==> config.mk <==
export PLATFORM = sky130hd
export DESIGN_NAME = k2_run_controller
export DESIGN_NICKNAME = d
export VERILOG_FILES = /design/src/rtl/k2_ctrl_pkg.sv /design/src/rtl/k2_halt_detector.sv /design/src/rtl/k2_run_controller.sv
export SDC_FILE = /design/constraint.sdc
export NUM_CORES = 1
export LEC_CHECK = 0
export ABC_AREA = 1
export CORE_MARGIN = 8
export CORE_UTILIZATION = 42
export CTS_BUF_LIST = sky130_fd_sc_hd__clkbuf_4
export CTS_CLUSTER_DIAMETER = 150
export DETAILED_ROUTE_END_ITERATION = 16
export MAX_ROUTING_LAYER = met4
export PLACE_DENSITY = 0.79
export SLEW_MARGIN = 20
export SYNTH_ARGS = -nofsm -noshare
export SYNTH_HDL_FRONTEND = slang
export SYNTH_HIERARCHICAL = 1
export SYNTH_SLANG_ARGS = --single-unit
==> constraint.sdc <==
create_clock -name clk -period 1.8 [get_ports clk]
set_input_delay 0.54 -clock clk [delete_from_list [all_inputs] [get_ports clk]]
set_output_delay 0.54 -clock clk [all_outputs]
set_load 0.01 [all_outputs]
drive_strength.png
(4 px per µm)
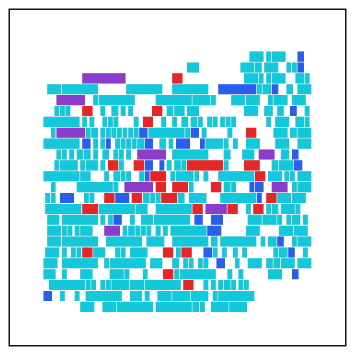
- drive 6 and up: purple (cells 9)
- drive 3 to 4: red (cells 27)
- drive 2: blue (cells 32)
- drive 1 or less: cyan (cells 288)
Non-CTS buffers: 88
area grow syn2layout: 53.2%
Final WS setup: -66.2 ps
design area: 2950 µm²

density.png
(4 px per µm) 8 x 8 tiles, from dark blue (low) to red (high), 0 to 100% covered.
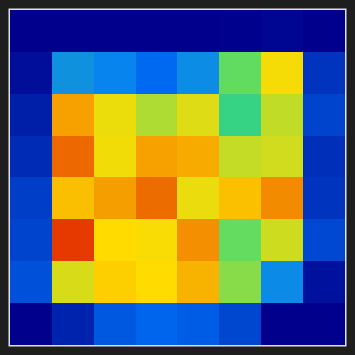
- nearly empty tiles: 17%
- fullest tile: 94%
- mean over tiles: 41%
- emptiest ninth of the die: top left
Core Area: 4380 µm²
FP Util: 43.9%
Finished Core Util: 67.4%

final_placement.png
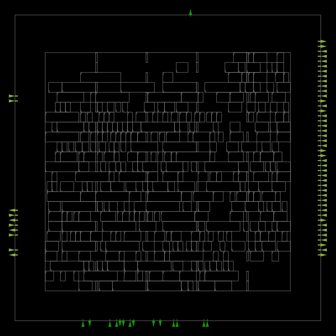
tap cells: 52
# fillers: 387
fin cells: 408
Flop Count: 33

==> impl_metrics.tcl <==
# yosys + openroad results
set metrics [dict create \
    cts_max_path_buffers 2 \
    dp.cells 394 \
    clock_sink_count 33 \
    ys_ff 33 \
    power_frac_comb_pct 55.4 \
    gr-usage-all-layers_pct 15.1 \
    clkLatencyLatePin_ps 340 \
    layout_setup_ws_ps -66.2 \
    finalSetupViolCount 8 \
    syn_nets 319 \
    ant_nets 0 \
    dp_slack_ps -455 \
    worstPathArrival_ps 1330 \
    period_needed_ps 1870 \
    switching_share_pct 41.0 \
    seq_power_share_pct 28.9 \
    rows 24 \
    clk_pin_slew_worst_paths_ps 100 \
    drtPass1Iterations 4 \
    grt_pass1_vias 1946 \
    cts_root_buf "clkbuf_4" \
    crit_path_start_kind "flip-flop" \
    leakagePower_nw 1.53 \
    layout-drive-gt1-share_pct 19.1 \
    rsz0062_at_grt "yes" \
    status "finished with violations" \
    yosysCellCount 262 \
    failed_checks "setup timing" \
    whs_path_depth 3 \
]
placed cells by master (no fill, tap or decap):
cell type and n:
inv_2 6, clkinv_1 1, o21ai_0 10, nor2_1 17, buf_12 2, nand3_1 11, nor2_2 6, nand2_2 6
ha_1 7, buf_2 8, nand2_1 104, xor2_1 2, inv_1 25, nand4_1 8, dlymetal6s2s_1 5, buf_8 1
a21oi_1 4, nand3_2 4, dfrtp_2 1, nand2_4 2, clkdlybuf4s50_1 45, nor2_4 3, a21oi_2 1, buf_4 15
o21a_1 1, nor3b_1 1, nand2_8 2, dlygate4sd2_1 10, ha_4 1, buf_6 2, o21ai_1 4, bufinv_16 1
dfrtp_1 32, inv_8 1, clkbuf_4 6, o32ai_1 1
worst max-delay path, stage by stage, from the launching register on:
cell	delay [ps]
dfrtp_2	460
nor2_4	230
nand2_1	80
nand4_1	80
buf_2	140
routing by layer:
layer,track usage (%),routed length [µm],vias up,share of wire (%)
met5,-,0,-,0
met4,4.55,41,0,0.79
met3,5.18,362,4,7.0
met2,23.9,2380,72,46
met1,17.6,2380,883,46
li1,-,-,1001,-
synth_stat cells:
library cell / n / area, µm²
o21a_1: 1 / 7.51
a21oi_2: 1 / 8.76
nor3b_1: 1 / 7.51
a21oi_1: 4 / 20.0
nand2_1: 107 / 402
ha_1: 8 / 100
nand4_1: 8 / 50.1
nor2_4: 1 / 11.3
nor2_2: 5 / 31.3
clkinv_2: 1 / 5.00
nand3_2: 4 / 40.0
nand3_1: 11 / 55.1
buf_2: 1 / 5.00
nor2_1: 20 / 75.1
inv_2: 4 / 15.0
buf_6: 2 / 22.5
inv_1: 27 / 101
o21ai_0: 10 / 50.1
o32ai_1: 1 / 8.76
o21ai_1: 4 / 20.0
nand2_2: 4 / 25.0
nand2_4: 2 / 22.5
dfrtp_1: 33 / 826
xor2_1: 2 / 17.5
what timing repair did:
action / in CTS / in global routing
buffers inserted: 1 / 5
pin swaps: 4 / 11
setup endpoints to repair: 35 / 30
gates resized: 47 / 21
gates cloned: 0 / 1
cell type report:
| type | instances | area, µm² |
|---|---|---|
| timing repair buffer | 88 | 831 |
| clock inverter | 2 | 33.8 |
| multi-input combinational | 195 | 1020 |
| tap | 52 | 65.1 |
| fill | 387 | 1430 |
| inverter | 32 | 128 |
| sequential | 33 | 827 |
| clock buffer | 6 | 45.0 |
logic make-up (layout without fill, tap and decap cells):
| kind of cell | after synthesis | after routing | share of synthesized area, % |
|---|---|---|---|
| AOI/OAI and AO/OA | 21 | 21 | 5.97 |
| xor gates and xnor gates | 2 | 2 | 0.909 |
| adders and majority gates | 8 | 8 | 5.20 |
| buffers and inverters | 35 | 128 | 7.73 |
| DFF | 33 | 33 | 42.9 |
| and+or+nand+nor | 163 | 164 | 37.3 |
power groups by stage:
stage	clock (mW)	combinational, mW	sequential [mW]
2_1_floorplan	0	1.09	1.02
3_3_place_gp	0	1.84	1.02
3_5_place_dp	0	1.88	1.03
4_1_cts	0.578	1.77	1.02
5_1_grt	0.602	2.20	1.04
6_report	0.555	1.96	1.02
Power figures rest on the tool's default switching activity, not on a simulated workload.
